<file path="config.mk">
export PLATFORM = sky130hd
export DESIGN_NAME = nco_doppler_ctrl
export DESIGN_NICKNAME = d
export VERILOG_FILES = /design/src/rtl/nco_doppler_ctrl_pkg.sv /design/src/rtl/nco_doppler_ctrl_energy_integrator.sv /design/src/rtl/nco_doppler_ctrl.sv
export SDC_FILE = /design/constraint.sdc
export NUM_CORES = 2
export LEC_CHECK = 0
export CAP_MARGIN = 10
export CORE_MARGIN = 2
export CORE_UTILIZATION = 55
export DETAILED_ROUTE_END_ITERATION = 8
export PLACE_DENSITY = 0.79
export SLEW_MARGIN = 30
export SYNTH_ARGS = -nofsm -noshare
export SYNTH_HDL_FRONTEND = slang
export SYNTH_SLANG_ARGS = --single-unit
export TNS_END_PERCENT = 10
</file>
<file path="constraint.sdc">
create_clock -name clk -period 10.1 [get_ports clk]
set_input_delay 3.03 -clock clk [delete_from_list [all_inputs] [get_ports clk]]
set_output_delay 3.03 -clock clk [all_outputs]
set_load 0.03 [all_outputs]
</file>
<file path="src/rtl/nco_doppler_ctrl_pkg.sv">
// -----------------------------------------------------------------------------
// nco_doppler_ctrl_pkg
// Shared definitions for the Doppler search controller, the NCO and the loop
// filter.
//   - state_e  : controller FSM encoding (IDLE/LOAD/DWELL/TRACK)
//   - FCW_W    : NCO frequency control word width
//   - ERR_W    : loop-filter phase correction width
//   - ENERGY_W : correlator energy sample width
//   - ACC_W    : integrated energy width
//   - BIN_W    : Doppler bin index width
//   - sat_add  : saturating energy accumulate
//   - bin_fcw  : frequency control word of a given bin
// -----------------------------------------------------------------------------
package nco_doppler_ctrl_pkg;

   localparam int FCW_W    = 34;
   localparam int ERR_W    = 17;
   localparam int ENERGY_W = 24;
   localparam int ACC_W    = 34;
   localparam int BIN_W    = 8;

   typedef enum logic [1:0] {
      ST_IDLE  = 2'd0,
      ST_LOAD  = 2'd1,
      ST_DWELL = 2'd2,
      ST_TRACK = 2'd3
   } state_e;

   // Adds one energy sample and clamps at the all-ones value instead of wrapping.
   function automatic logic [ACC_W-1:0] sat_add(input logic [ACC_W-1:0]    acc,
                                                input logic [ENERGY_W-1:0] sample);
      logic [ACC_W:0] sum;
      sum = {1'b0, acc} + {{(ACC_W-ENERGY_W+1){1'b0}}, sample};
      if (sum[ACC_W]) begin
         sat_add = {ACC_W{1'b1}};
      end else begin
         sat_add = sum[ACC_W-1:0];
      end
   endfunction

   // base + bin*step, modulo 2^FCW_W.
   function automatic logic [FCW_W-1:0] bin_fcw(input logic [FCW_W-1:0] base,
                                                input logic [FCW_W-1:0] step,
                                                input logic [BIN_W-1:0] bin);
      bin_fcw = base + step * {{(FCW_W-BIN_W){1'b0}}, bin};
   endfunction

endpackage

</file>
<file path="src/rtl/nco_doppler_ctrl_energy_integrator.sv">
// -----------------------------------------------------------------------------
// nco_doppler_ctrl_energy_integrator
// Saturating energy accumulator plus sample counter for one Doppler bin.
// Ports:
//   clk, rst       : clock, asynchronous active-high reset
//   clr            : synchronous clear of accumulator and counter
//   en             : integration window open
//   sample_valid   : qualifies sample
//   sample         : unsigned correlator energy
//   acc_sum        : accumulator including the current sample (combinational)
//   dwell_done     : the DWELL-th sample is being accepted this cycle
// -----------------------------------------------------------------------------
module nco_doppler_ctrl_energy_integrator
   import nco_doppler_ctrl_pkg::*;
#(
   parameter int DWELL = 1024
) (
   input  logic                clk,
   input  logic                rst,
   input  logic                clr,
   input  logic                en,
   input  logic                sample_valid,
   input  logic [ENERGY_W-1:0] sample,
   output logic [ACC_W-1:0]    acc_sum,
   output logic                dwell_done
);

   localparam int CNT_W = $clog2(DWELL + 1);

   logic [ACC_W-1:0] acc_q;
   logic [ACC_W-1:0] acc_d;
   logic [CNT_W-1:0] cnt_q;
   logic [CNT_W-1:0] cnt_d;

   // Next-state and strobe logic; acc_sum is presented before the flop so the
   // bin decision can use the final sample in the same cycle.
   always_comb begin
      acc_sum    = sat_add(acc_q, sample);
      dwell_done = en && sample_valid && (cnt_q == CNT_W'(DWELL - 1));
      acc_d      = acc_q;
      cnt_d      = cnt_q;
      if (clr) begin
         acc_d = {ACC_W{1'b0}};
         cnt_d = {CNT_W{1'b0}};
      end else if (en && sample_valid) begin
         acc_d = acc_sum;
         cnt_d = cnt_q + {{(CNT_W-1){1'b0}}, 1'b1};
      end else begin
         acc_d = acc_q;
         cnt_d = cnt_q;
      end
   end

   // Accumulator and counter registers.
   always_ff @(posedge clk or posedge rst) begin
      if (rst) begin
         acc_q <= {ACC_W{1'b0}};
         cnt_q <= {CNT_W{1'b0}};
      end else begin
         acc_q <= acc_d;
         cnt_q <= cnt_d;
      end
   end

endmodule

</file>
<file path="src/rtl/nco_doppler_ctrl.sv">
// -----------------------------------------------------------------------------
// nco_doppler_ctrl
// Doppler bin sweep controller for an NCO: steps the NCO through NBINS
// frequency bins, integrates correlator energy for DWELL samples per bin,
// retunes to the strongest bin if it clears the threshold, then forwards
// loop-filter corrections while tracking.
// Ports:
//   clk, rst               : clock, asynchronous active-high reset
//   start, abort           : begin sweep (from IDLE only) / return to IDLE
//   fcw_base, fcw_step     : FCW of bin 0 and per-bin FCW increment
//   corr_valid/corr_energy : correlator energy samples
//   threshold              : minimum integrated energy for acquisition
//   loop_valid/loop_err    : loop-filter phase correction
//   lock_lost              : lock detector level, restarts sweep from TRACK
//   phase_increment        : NCO frequency control word
//   phase_error            : NCO per-cycle phase correction
//   nco_load               : one-cycle pulse when phase_increment changes
//   state                  : FSM state
//   locked, done, fail     : acquisition status
//   best_bin               : winning bin index
// -----------------------------------------------------------------------------
module nco_doppler_ctrl
   import nco_doppler_ctrl_pkg::*;
#(
   parameter int NBINS = 16,
   parameter int DWELL = 1024
) (
   input  logic                clk,
   input  logic                rst,
   input  logic                start,
   input  logic                abort,
   input  logic [FCW_W-1:0]    fcw_base,
   input  logic [FCW_W-1:0]    fcw_step,
   input  logic                corr_valid,
   input  logic [ENERGY_W-1:0] corr_energy,
   input  logic [ACC_W-1:0]    threshold,
   input  logic                loop_valid,
   input  logic [ERR_W-1:0]    loop_err,
   input  logic                lock_lost,
   output logic [FCW_W-1:0]    phase_increment,
   output logic [ERR_W-1:0]    phase_error,
   output logic                nco_load,
   output logic [1:0]          state,
   output logic                locked,
   output logic                done,
   output logic                fail,
   output logic [BIN_W-1:0]    best_bin
);

   state_e           state_q,       state_d;
   logic [BIN_W-1:0] bin_q,         bin_d;
   logic [ACC_W-1:0] best_energy_q, best_energy_d;
   logic [BIN_W-1:0] best_bin_q,    best_bin_d;
   logic [FCW_W-1:0] phase_inc_q,   phase_inc_d;
   logic [ERR_W-1:0] phase_err_q,   phase_err_d;
   logic             nco_load_q,    nco_load_d;
   logic             locked_q,      locked_d;
   logic             done_q,        done_d;
   logic             fail_q,        fail_d;

   logic [ACC_W-1:0] acc_sum_s;
   logic             dwell_done_s;
   logic             new_best_s;
   logic [ACC_W-1:0] win_energy_s;
   logic [BIN_W-1:0] win_bin_s;

   nco_doppler_ctrl_energy_integrator #(
      .DWELL (DWELL)
   ) u_energy_integrator (
      .clk          (clk),
      .rst          (rst),
      .clr          (state_q == ST_LOAD),
      .en           (state_q == ST_DWELL),
      .sample_valid (corr_valid),
      .sample       (corr_energy),
      .acc_sum      (acc_sum_s),
      .dwell_done   (dwell_done_s)
   );

   // Next-state logic for the sweep/track FSM and all registered outputs.
   always_comb begin
      state_d       = state_q;
      bin_d         = bin_q;
      best_energy_d = best_energy_q;
      best_bin_d    = best_bin_q;
      phase_inc_d   = phase_inc_q;
      phase_err_d   = {ERR_W{1'b0}};
      nco_load_d    = 1'b0;
      locked_d      = locked_q;
      done_d        = 1'b0;
      fail_d        = 1'b0;

      // Strictly greater wins, so on a tie the earlier (lower) bin is kept.
      new_best_s   = dwell_done_s && (acc_sum_s > best_energy_q);
      win_energy_s = new_best_s ? acc_sum_s : best_energy_q;
      win_bin_s    = new_best_s ? bin_q : best_bin_q;

      if (abort) begin
         // Abort outranks start, lock_lost and bin completion; FCW is held.
         state_d  = ST_IDLE;
         locked_d = 1'b0;
      end else begin
         case (state_q)
            ST_IDLE: begin
               if (start) begin
                  bin_d         = {BIN_W{1'b0}};
                  best_energy_d = {ACC_W{1'b0}};
                  best_bin_d    = {BIN_W{1'b0}};
                  state_d       = ST_LOAD;
               end else begin
                  state_d = ST_IDLE;
               end
            end
            ST_LOAD: begin
               phase_inc_d = bin_fcw(fcw_base, fcw_step, bin_q);
               nco_load_d  = 1'b1;
               state_d     = ST_DWELL;
            end
            ST_DWELL: begin
               if (dwell_done_s) begin
                  best_energy_d = win_energy_s;
                  best_bin_d    = win_bin_s;
                  if (bin_q != BIN_W'(NBINS - 1)) begin
                     bin_d   = bin_q + 8'd1;
                     state_d = ST_LOAD;
                  end else if (win_energy_s >= threshold) begin
                     phase_inc_d = bin_fcw(fcw_base, fcw_step, win_bin_s);
                     nco_load_d  = 1'b1;
                     locked_d    = 1'b1;
                     done_d      = 1'b1;
                     state_d     = ST_TRACK;
                  end else begin
                     done_d   = 1'b1;
                     fail_d   = 1'b1;
                     locked_d = 1'b0;
                     state_d  = ST_IDLE;
                  end
               end else begin
                  state_d = ST_DWELL;
               end
            end
            ST_TRACK: begin
               if (lock_lost) begin
                  // Fresh sweep from bin 0; previous winner is forgotten.
                  locked_d      = 1'b0;
                  bin_d         = {BIN_W{1'b0}};
                  best_energy_d = {ACC_W{1'b0}};
                  best_bin_d    = {BIN_W{1'b0}};
                  state_d       = ST_LOAD;
               end else if (loop_valid) begin
                  phase_err_d = loop_err;
               end else begin
                  phase_err_d = {ERR_W{1'b0}};
               end
            end
            default: begin
               state_d  = ST_IDLE;
               locked_d = 1'b0;
            end
         endcase
      end
   end

   // State and output registers.
   always_ff @(posedge clk or posedge rst) begin
      if (rst) begin
         state_q       <= ST_IDLE;
         bin_q         <= {BIN_W{1'b0}};
         best_energy_q <= {ACC_W{1'b0}};
         best_bin_q    <= {BIN_W{1'b0}};
         phase_inc_q   <= {FCW_W{1'b0}};
         phase_err_q   <= {ERR_W{1'b0}};
         nco_load_q    <= 1'b0;
         locked_q      <= 1'b0;
         done_q        <= 1'b0;
         fail_q        <= 1'b0;
      end else begin
         state_q       <= state_d;
         bin_q         <= bin_d;
         best_energy_q <= best_energy_d;
         best_bin_q    <= best_bin_d;
         phase_inc_q   <= phase_inc_d;
         phase_err_q   <= phase_err_d;
         nco_load_q    <= nco_load_d;
         locked_q      <= locked_d;
         done_q        <= done_d;
         fail_q        <= fail_d;
      end
   end

   assign state           = state_q;
   assign phase_increment = phase_inc_q;
   assign phase_error     = phase_err_q;
   assign nco_load        = nco_load_q;
   assign locked          = locked_q;
   assign done            = done_q;
   assign fail            = fail_q;
   assign best_bin        = best_bin_q;

endmodule
</file>
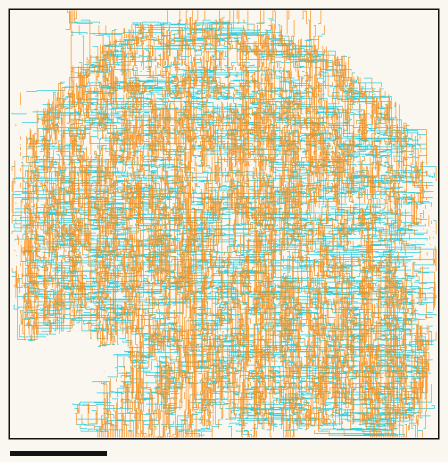
(wiring by layer)
Scale bar: 50 um. Only two layers are drawn.
- cyan: metal 1 (wire length 29.2 mm)
- orange: metal 2 (wire length 39.4 mm)

==> results.txt <==
Implementation run completed; key figures follow.

Run status:
- The run finished, with violations left.
- The final reports fail on setup timing.

Floorplanning:
- Before placement the cells fill 55.6% of the core.
- The run gives the I/O pin total as 215.
- The run puts the number of standard-cell rows in the floorplan at 79.

Yosys:
- Sorting the Yosys area breakdown by cell type puts at the top sky130_fd_sc_hd__fa_1.
- The run puts the instance count of the mapped netlist at 3003.
- The synthesis stats list as the most numerous cell sky130_fd_sc_hd__inv_1.
- By count the netlist is led by sky130_fd_sc_hd__inv_1 (575), sky130_fd_sc_hd__fa_1 (401), sky130_fd_sc_hd__nand2_1 (368).
- The run gives the top cell type's share of synthesized area as 31.1%.

Layout:
- The final report gives the standard cell area, fillers excluded, as 32300 um2.
- The run gives the number of non-clock inverters as 576.
- The filler cells instantiated in the layout total 3455.
- The net count of the finished layout is 4146.
- The run gives the leading cell category by total area as combinational gates.
- The run puts the number of sequential cells at 152.
- The run puts the sequential cell area share at 11.8%.
- The run puts the share of post-route cells with drive strength above 1 at 14.5%.
- Per the layout area report, the combinational fraction of cell area is 62.8%.
- The library cell used most frequently in the layout, excluding fill and tap cells, is sky130_fd_sc_hd__inv_1.

Timing:
- The run gives the least setup slack across all paths after layout as -1830 ps.
- Per the final timing report, the hold violations number 0.
- The run gives the part of the cycle the worst path needs as 118%.
- Setup violations remaining at the end of the flow were counted as 30.

Placement:
- The run gives the post-placement worst setup slack as -2790 ps.

Setup path:
- The run gives the largest stage delay on the critical path as 580 ps.
- The run gives the type of the worst setup path as input port to flop.
- STA classifies the critical path startpoint as an input port.

Detailed routing:
- The run puts the number of remaining DRC errors at 0.
- The run gives the ratio of routed vias to standard cells as about 5.7.
- The run gives the remaining antenna violation count as 0.
- The run gives the final wirelength as 78500 um.
- The run puts the first-pass iteration count of the detailed router at 5.

CTS:
- The run puts the sink count of the clock tree at 152.
- The run gives the buffer type at the clock tree root as sky130_fd_sc_hd__clkbuf_16.
- The run gives the CTS tree as built.
- The run puts the latest clock arrival within the worst-skew pair at 450 ps.
- Per the post-CTS timing run, clock transition at the registers of the reported paths is 70 ps.

Global routing:
- The run puts the overall routing resource usage at around 33%.
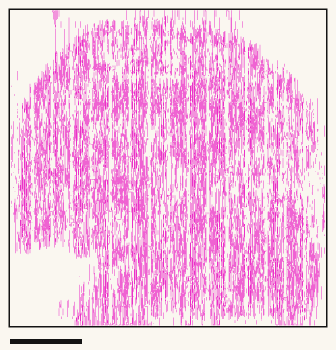
(signal wires on met2)
Scale bar: 50 um.
- nets with wire on the layer: 3708
- longest straight run: 56.1 um

[cell families (layout without fill, tap and decap cells)]
family                   count (synthesis)  count (layout)  synth area share, %
multiplexers                            27              30                 1.09
adder cells (fa/ha/maj)                586             586                 40.1
flip-flops                             152             152                 14.7
AND/OR/NAND/NOR                        927             927                 17.8
AND-OR/OR-AND                          494             494                 12.1
XOR/XNOR                               107             107                 3.79
buffers and inverters                  710            1127                 10.4
[path summary, 6_finish.rpt]
path                                                          startpoint                               to  cells after the start
worst max-delay path                                      corr_energy[8]  phase_increment[33]$_DFFE_PP0P_                     43
worst min-delay path                      phase_increment[4]$_DFFE_PP0P_   phase_increment[4]$_DFFE_PP0P_                      2
min in group asynchronous                                            rst         phase_error[5]$_DFF_PP0_                      2
max in group asynchronous                                            rst             bin_q[6]$_DFFE_PP0P_                      3
worst max register to register  u_energy_integrator.acc_q[0]$_DFFE_PP0P_  phase_increment[33]$_DFFE_PP0P_                     45
worst min register to register            phase_increment[4]$_DFFE_PP0P_   phase_increment[4]$_DFFE_PP0P_                      2
[metal layers]
layer  routed length [um]  track usage, %
met1                29200            39.9
met2                39400            58.1
met3                 5750            5.03
met4                 4090            16.5
met5                   32               0
[registers in the layout, indices dropped and copies added, names as in the netlist, 2 cells and up]
register                   count
best_bin                       8
best_energy_q                 34
bin_q                          8
phase_error                   17
phase_increment               34
state                          2
u_energy_integrator.acc_q     34
u_energy_integrator.cnt_q     11
[where the power goes]
group          total [mW]  internal, mW  leakage, nW  switching, mW
logic                1.68         0.744         13.3          0.934
clock network       0.650         0.352        0.280          0.299
registers           0.791         0.700         2.05         0.0910
total                3.12          1.80         15.6           1.32
[per-stage QoR]
stage	std cells	util [%]
after global placement	3938	65.6
after global routing	4030	69.4
after CTS	4019	68.7
final	4030	69.4
after floorplan	3003	-
after detailed placement	3938	65.6
Power figures rest on the tool's default switching activity, not on a simulated workload.
